Fig. 1: floorplan with the power grid
Scale bar: 50 um. Pins as bars on the die edge. Tap cells in grey.
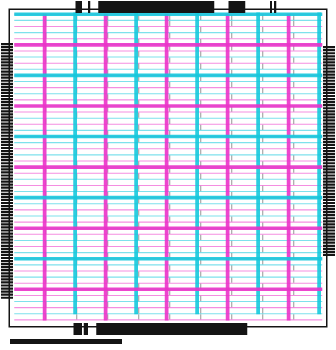
Fig. 2: cells coloured by class
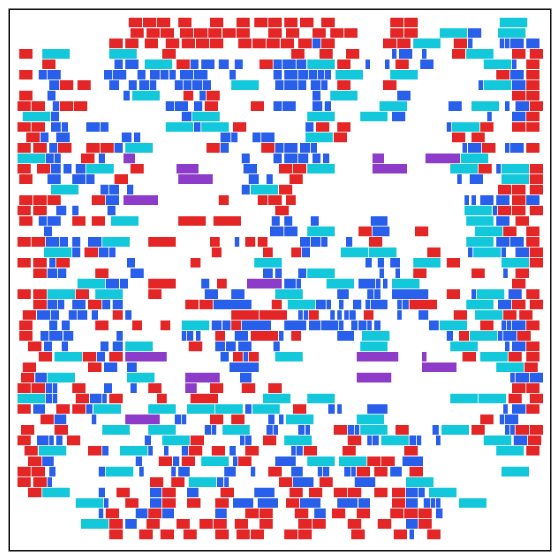
Fig. 3: routed clock nets over the placement
Scale bar: 50 um.
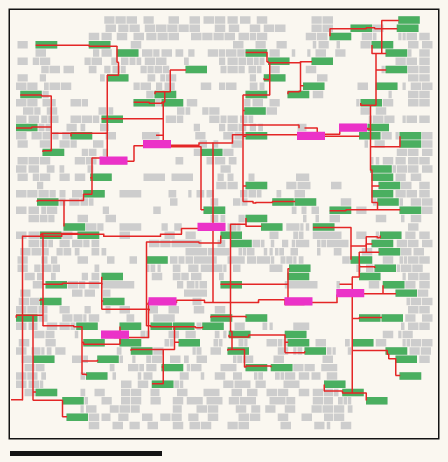
Fig. 4: signal wires by layer
Scale bar: 50 um. Only two layers are drawn.
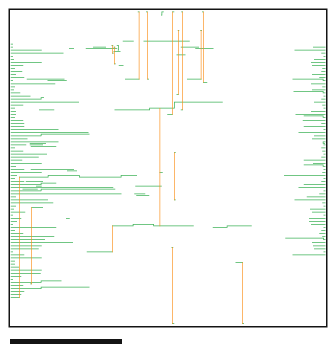
Fig. 5: clock wiring as the flow saved it
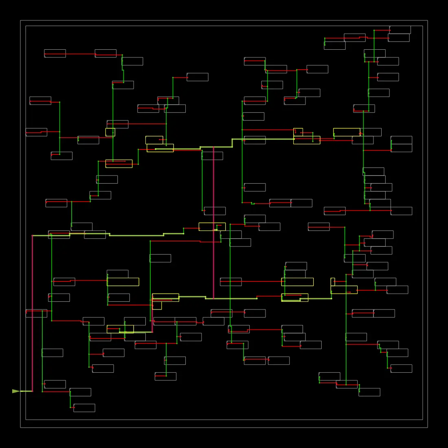
[config.mk]
export PLATFORM = sky130hd
export DESIGN_NAME = mem_arbiter_flat
export DESIGN_NICKNAME = d
export VERILOG_FILES = /design/src/rtl/mem_arbiter_if.sv /design/src/rtl/mem_arbiter.sv /design/src/flat_wrapper.sv
export SDC_FILE = /design/constraint.sdc
export NUM_CORES = 1
export LEC_CHECK = 0
export CAP_MARGIN = 20
export CELL_PAD_IN_SITES_DETAIL_PLACEMENT = 0
export CELL_PAD_IN_SITES_GLOBAL_PLACEMENT = 1
export CORE_MARGIN = 1.5
export CORE_UTILIZATION = 27
export DETAILED_ROUTE_END_ITERATION = 10
export PLACE_DENSITY_LB_ADDON = 0.3
export SYNTH_ARGS = -nofsm -noshare
export SYNTH_HDL_FRONTEND = slang
export SYNTH_SLANG_ARGS = --single-unit
[constraint.sdc]
create_clock -name clk -period 2.1 [get_ports clk]
set_input_delay 0.42 -clock clk [delete_from_list [all_inputs] [get_ports clk]]
set_output_delay 0.42 -clock clk [all_outputs]
set_load 0.01 [all_outputs]
[src/rtl/mem_arbiter_if.sv]
// Bundle of requester handshakes and RAM-side signals for mem_arbiter.
// slave is the arbiter's view; master is the requesters'/RAM's view.
interface mem_arbiter_if #(
  parameter int ADDR_W = 32,
  parameter int DATA_W = 32
);
  logic              f_req_i;
  logic [ADDR_W-1:0] f_addr_i;
  logic              f_ack_o;
  logic              d_req_i;
  logic              d_we_i;
  logic [ADDR_W-1:0] d_addr_i;
  logic [DATA_W-1:0] d_wdata_i;
  logic              d_ack_o;
  logic              x_req_i;
  logic              x_we_i;
  logic [ADDR_W-1:0] x_addr_i;
  logic [DATA_W-1:0] x_wdata_i;
  logic              x_ack_o;
  logic [DATA_W-1:0] rdata_o;
  logic [1:0]        grant_o;
  logic              busy_o;
  logic              ram_we_o;
  logic [ADDR_W-1:0] ram_addr_o;
  logic [DATA_W-1:0] ram_wdata_o;
  logic [DATA_W-1:0] ram_data_i;

  modport slave (
    input  f_req_i, f_addr_i, d_req_i, d_we_i, d_addr_i, d_wdata_i,
           x_req_i, x_we_i, x_addr_i, x_wdata_i, ram_data_i,
    output f_ack_o, d_ack_o, x_ack_o, rdata_o, grant_o, busy_o,
           ram_we_o, ram_addr_o, ram_wdata_o
  );

  modport master (
    output f_req_i, f_addr_i, d_req_i, d_we_i, d_addr_i, d_wdata_i,
           x_req_i, x_we_i, x_addr_i, x_wdata_i, ram_data_i,
    input  f_ack_o, d_ack_o, x_ack_o, rdata_o, grant_o, busy_o,
           ram_we_o, ram_addr_o, ram_wdata_o
  );
endinterface

[src/rtl/mem_arbiter.sv]
// Round-robin arbiter sharing one single-port RAM between fetch, data and
// debug requesters, with a fixed RAM read latency of READ_LAT cycles.
module mem_arbiter #(
  parameter int ADDR_W   = 32,
  parameter int DATA_W   = 32,
  parameter int READ_LAT = 1
) (
  input  logic         clk,
  input  logic         reset,
  mem_arbiter_if.slave bus
);
  typedef enum logic [1:0] {IDLE, ISSUE, WAIT, DONE} state_t;

  state_t            state_q, state_d;
  logic [1:0]        last_q, last_d;
  logic [1:0]        grant_q, grant_d;
  logic              we_q, we_d;
  logic [ADDR_W-1:0] addr_q, addr_d;
  logic [DATA_W-1:0] wdata_q, wdata_d;
  logic [DATA_W-1:0] rdata_q, rdata_d;
  logic [2:0]        cnt_q, cnt_d;
  logic [2:0]        ack_q, ack_d;
  logic              busy_q, busy_d;
  logic [3:0]        req_vec;
  logic [1:0]        winner;

  assign req_vec = {1'b0, bus.x_req_i, bus.d_req_i, bus.f_req_i};

  // Search order starts just after the previous owner.
  always_comb begin
    logic [1:0] c0, c1, c2;
    case (last_q)
      2'd0:    begin c0 = 2'd1; c1 = 2'd2; c2 = 2'd0; end
      2'd1:    begin c0 = 2'd2; c1 = 2'd0; c2 = 2'd1; end
      default: begin c0 = 2'd0; c1 = 2'd1; c2 = 2'd2; end
    endcase
    if (req_vec[c0])      winner = c0;
    else if (req_vec[c1]) winner = c1;
    else                  winner = c2;
  end

  always_comb begin
    state_d = state_q;
    last_d  = last_q;
    grant_d = grant_q;
    we_d    = we_q;
    addr_d  = addr_q;
    wdata_d = wdata_q;
    rdata_d = rdata_q;
    cnt_d   = cnt_q;
    ack_d   = 3'b000;
    case (state_q)
      IDLE: begin
        if (|req_vec) begin
          grant_d = winner;
          last_d  = winner;
          state_d = ISSUE;
          case (winner)
            2'd0: begin addr_d = bus.f_addr_i; we_d = 1'b0;       wdata_d = '0;            end
            2'd1: begin addr_d = bus.d_addr_i; we_d = bus.d_we_i; wdata_d = bus.d_wdata_i; end
            default: begin addr_d = bus.x_addr_i; we_d = bus.x_we_i; wdata_d = bus.x_wdata_i; end
          endcase
        end else begin
          grant_d = 2'd3;
        end
      end
      ISSUE: begin
        we_d = 1'b0;
        if (we_q) begin
          state_d = DONE;
          ack_d   = 3'b001 << grant_q;
        end else if (READ_LAT <= 1) begin
          rdata_d = bus.ram_data_i;
          state_d = DONE;
          ack_d   = 3'b001 << grant_q;
        end else begin
          cnt_d   = 3'(READ_LAT - 1);
          state_d = WAIT;
        end
      end
      WAIT: begin
        cnt_d = cnt_q - 3'd1;
        if (cnt_q == 3'd1) begin
          rdata_d = bus.ram_data_i;
          state_d = DONE;
          ack_d   = 3'b001 << grant_q;
        end
      end
      default: begin
        state_d = IDLE;
        grant_d = 2'd3;
      end
    endcase
    busy_d = (state_d != IDLE);
  end

  always_ff @(posedge clk) begin
    if (!reset) begin
      state_q <= IDLE;
      last_q  <= 2'd2;
      grant_q <= 2'd3;
      we_q    <= 1'b0;
      addr_q  <= '0;
      wdata_q <= '0;
      rdata_q <= '0;
      cnt_q   <= 3'd0;
      ack_q   <= 3'b000;
      busy_q  <= 1'b0;
    end else begin
      state_q <= state_d;
      last_q  <= last_d;
      grant_q <= grant_d;
      we_q    <= we_d;
      addr_q  <= addr_d;
      wdata_q <= wdata_d;
      rdata_q <= rdata_d;
      cnt_q   <= cnt_d;
      ack_q   <= ack_d;
      busy_q  <= busy_d;
    end
  end

  assign bus.f_ack_o     = ack_q[0];
  assign bus.d_ack_o     = ack_q[1];
  assign bus.x_ack_o     = ack_q[2];
  assign bus.rdata_o     = rdata_q;
  assign bus.grant_o     = grant_q;
  assign bus.busy_o      = busy_q;
  assign bus.ram_we_o    = we_q;
  assign bus.ram_addr_o  = addr_q;
  assign bus.ram_wdata_o = wdata_q;
endmodule

[src/flat_wrapper.sv]
// flat-port wrapper written by rule: the top's interface ports become plain ports
module mem_arbiter_flat 
#(
  parameter int ADDR_W   = 32,
  parameter int DATA_W   = 32,
  parameter int READ_LAT = 1
)
  (clk, reset, bus_f_req_i, bus_f_addr_i, bus_d_req_i, bus_d_we_i, bus_d_addr_i, bus_d_wdata_i, bus_x_req_i, bus_x_we_i, bus_x_addr_i, bus_x_wdata_i, bus_ram_data_i, bus_f_ack_o, bus_d_ack_o, bus_x_ack_o, bus_rdata_o, bus_grant_o, bus_busy_o, bus_ram_we_o, bus_ram_addr_o, bus_ram_wdata_o);
  mem_arbiter_if #(.ADDR_W(ADDR_W), .DATA_W(DATA_W)) bus_i ();
  input  logic clk;
  input  logic reset;
  input wire logic [$bits(bus_i.f_req_i)-1:0] bus_f_req_i;
  input wire logic [$bits(bus_i.f_addr_i)-1:0] bus_f_addr_i;
  input wire logic [$bits(bus_i.d_req_i)-1:0] bus_d_req_i;
  input wire logic [$bits(bus_i.d_we_i)-1:0] bus_d_we_i;
  input wire logic [$bits(bus_i.d_addr_i)-1:0] bus_d_addr_i;
  input wire logic [$bits(bus_i.d_wdata_i)-1:0] bus_d_wdata_i;
  input wire logic [$bits(bus_i.x_req_i)-1:0] bus_x_req_i;
  input wire logic [$bits(bus_i.x_we_i)-1:0] bus_x_we_i;
  input wire logic [$bits(bus_i.x_addr_i)-1:0] bus_x_addr_i;
  input wire logic [$bits(bus_i.x_wdata_i)-1:0] bus_x_wdata_i;
  input wire logic [$bits(bus_i.ram_data_i)-1:0] bus_ram_data_i;
  output wire logic [$bits(bus_i.f_ack_o)-1:0] bus_f_ack_o;
  output wire logic [$bits(bus_i.d_ack_o)-1:0] bus_d_ack_o;
  output wire logic [$bits(bus_i.x_ack_o)-1:0] bus_x_ack_o;
  output wire logic [$bits(bus_i.rdata_o)-1:0] bus_rdata_o;
  output wire logic [$bits(bus_i.grant_o)-1:0] bus_grant_o;
  output wire logic [$bits(bus_i.busy_o)-1:0] bus_busy_o;
  output wire logic [$bits(bus_i.ram_we_o)-1:0] bus_ram_we_o;
  output wire logic [$bits(bus_i.ram_addr_o)-1:0] bus_ram_addr_o;
  output wire logic [$bits(bus_i.ram_wdata_o)-1:0] bus_ram_wdata_o;
  assign bus_i.f_req_i = bus_f_req_i;
  assign bus_i.f_addr_i = bus_f_addr_i;
  assign bus_i.d_req_i = bus_d_req_i;
  assign bus_i.d_we_i = bus_d_we_i;
  assign bus_i.d_addr_i = bus_d_addr_i;
  assign bus_i.d_wdata_i = bus_d_wdata_i;
  assign bus_i.x_req_i = bus_x_req_i;
  assign bus_i.x_we_i = bus_x_we_i;
  assign bus_i.x_addr_i = bus_x_addr_i;
  assign bus_i.x_wdata_i = bus_x_wdata_i;
  assign bus_i.ram_data_i = bus_ram_data_i;
  assign bus_f_ack_o = bus_i.f_ack_o;
  assign bus_d_ack_o = bus_i.d_ack_o;
  assign bus_x_ack_o = bus_i.x_ack_o;
  assign bus_rdata_o = bus_i.rdata_o;
  assign bus_grant_o = bus_i.grant_o;
  assign bus_busy_o = bus_i.busy_o;
  assign bus_ram_we_o = bus_i.ram_we_o;
  assign bus_ram_addr_o = bus_i.ram_addr_o;
  assign bus_ram_wdata_o = bus_i.ram_wdata_o;
  mem_arbiter #(.ADDR_W(ADDR_W), .DATA_W(DATA_W), .READ_LAT(READ_LAT)) u_core (.clk(clk), .reset(reset), .bus(bus_i));
endmodule
==> results_slide.txt <==
Flow Results at a Glance

Route
  • Via density: 5.16
  • Met3 wire len: 1620 um
  • Pre-antenna DRT Iters: 5
  • Drc violations: 0
  • DRT iter0 DRCs: 328
  • Highest metal used: met4
  • Routed Antenna Nets: 0
  • Metal2 WL: 9540 um
  • Met1 Wirelength: 7700 um

Clock network
  • Maximum clock path buffer count: 2
  • Root Driver: clkbuf_16
  • CTS resizes: 0
  • Setup bufs post-CTS: 0
  • Clock transition at path regs: 0.08 ns
  • CTS Hold Bufs: 0
  • H-tree depth: 3
  • TritonCTS clock tree: done
  • CTS buffer count: 9

Synth
  • And+or+nand+nor area frac: 0.186
  • Top cells by count: dfxtp_1 (110), nor2_1 (73), clkbuf_1 (41)
  • Yosys warnings: 0
  • Post-synth ARST share: 0
  • Primary FF master, synth: dfxtp_1
  • Synth Seq Share: 0.431
  • Yosys top cell by area: dfxtp_1
  • Unique masters post-synth: 41
  • Logic family by area: AND-OR/OR-AND gates
  • Yosys aoi share: 0.236
  • Syn nets: 757
  • Yosys top cell area share: 0.431
  • YS chip area: 5110 um^2
  • Post-Syn Area per Cell: 9.26 um^2
  • Main area contributors: dfxtp_1 (43%), a222oi_1 (6.3%), mux2i_1 (6.3%)
  • XOR/XNOR Area Share: 0.00343
  • Ys cells: 552
  • Flip-flops with a built-in enable: 0
  • Yosys top cell by instances: dfxtp_1
  • Post-Syn Area: 5110 um^2
  • Post-Synthesis Cells: 552
  • Fa+ha+maj area frac: 0.0147

Timing
  • WHS: 0.475 ns
  • Worst-Margin Slew: 0.604 ns
  • Post-route setup TNS: 0 ns
  • # setup viols final: 0
  • Final Hold Fails: 0
  • Post-layout period usage: 0.908
  • RSZ-0062 raised after global routing: false
  • Highest Clock Rate: 524 MHz
  • Relative slew slack: 0.597
  • Fin worst setup slack: 0.193 ns
  • Slew Limit Fails: 0
  • Final min period: 1.91 ns

Final layout
  • Clk tree area frac: 0.0375
  • Register Area: 2200 um^2
  • Logic share of the area: 0.295
  • Layout cells sized above 1: 0.0796
  • Largest cell class: buffers
  • Non-filler cells, final: 1076
  • Most common logic cell in the routed design: clkdlybuf4s50_1
  • Count of non-CTS buffers in the layout: 334
  • Comb_multi_in: 372
  • Comb. cell area: 2620 um^2
  • Number of fill cells in the layout: 1712
  • Most numerous logic cells after layout: clkdlybuf4s50_1 (300), dfxtp_1 (110), nor2_1 (73)
  • N_diodes: 0
  • Non-clk invs: 10
  • Area Overhead vs Synth: 73.1%

Worst setup path
  • Crit-path slowest cell: o32ai_4
  • Start of the worst register-to-register path: u_core.state_q[0]
  • CP arrival: 2.19 ns
  • Reg2reg end: u_core.bus.rdata_o[25]
  • CP endpoint: u_core.bus.ram_addr_o[27]
  • Reg2Reg Depth: 7
  • Type of origin of the critical path: input pin
  • Crit Path Class: in2reg
  • Delay of the slowest critical-path stage: 0.53 ns
  • Cell family with most CP delay: AND-OR/OR-AND gates
  • CP Data Required Time: 2.38 ns
  • Critical Path, Cell by Cell: clkdlybuf4s50_1 -> nor2b_1 -> o32ai_4 -> buf_4 -> a222oi_1 -> o211ai_1
  • Buffers & Inverters on Critical Path: 2
  • CP Max Fanout: 11
  • R2R Setup Slk: 0.21 ns
  • CP Launch Point: bus_d_req_i
  • CP endpoint kind: register
  • Stages on worst setup path: 6

Place
  • Routability Congestion: 0.793
  • Dpl cells: 1060
  • Pre-CTS setup slack: -0.172 ns
  • Post-DP Area: 8520 um^2
  • IO Port Bufs: 301

Power
  • Lkg Pwr: 0.00320 uW
  • Clock power frac: 0.168
  • Sequential logic power: 3480 uW
  • Sw Pwr: 4260 uW
  • Pwr top: combinational cells
  • Register share of total power: 0.304
  • Gate power share: 0.528
  • Internal: 7200 uW
  • Sw Share: 0.372
  • Design Power: 11500 uW
  • Comb pwr: 6050 uW

Worst hold path
  • Hold Path End: u_core.bus.ram_wdata_o[13]
  • Min-Delay Startpoint: reset
  • HP Class: in2reg
  • Hold path depth: 3

Global route
  • Overflow after GRT: 0
  • Initial antenna violation count: 0
  • Met2 usage: 0.329
  • Largest net degree at the start of global routing: 40
  • Grt peak-use layer: met2
  • Met3 usage: 0.0683

Floorplan
  • I/O pin total: 302
  • # Taps: 234
  • Starting Density: 0.274
  • Chip Area: 19800 um^2

Status
  • Status: finished clean

Job
  • Tool warning count: 30
  • MaxCap Viol Count: 0
## Picture notes: Fig. 1
[VSS] magenta
[VDD] cyan
tap cells: 234
rows: 50
signal pins: 302
met4 straps: 10
Die H: 141 um
Core ar.: 18600 um^2
die width: 141 um
Max IR drop VDD: 0.480 mV

## Picture notes: Fig. 2
[all other logic] blue | cells: 382 | share of their area: 31%
[clock drivers and dummy loads] purple | cells: 16 | share of their area: 3.9%
[other buffers and delay cells] red | cells: 334 | share of their area: 39%
[flip-flops] cyan | cells: 110 | share of their area: 26%
design area: 8850 um^2
Final Util: 0.475
flop share of the area: 0.249
# rows: 50

## Picture notes: Fig. 3
[flip-flops] green | count: 110
[clock wires] red | length: 1610 um
[cells driving clock nets] magenta | count: 9
flops lie: all over the die
Power Clock: 1930 uW
Post-Route Skew: 0.00960 ns

## Picture notes: Fig. 4
[met3] green | wire length: 1620 um
[met4] orange | wire length: 475 um
drt total wl: 19300 um
WL/cell: 18.0 um
total track usage: 0.189
via count: 5552

## Picture notes: Fig. 5
registers: 110
clock buffers: 10
clock sinks: 110
Late-Pin Clk Latency: 0.35 ns

Power is estimated from default activity; no workload was simulated.
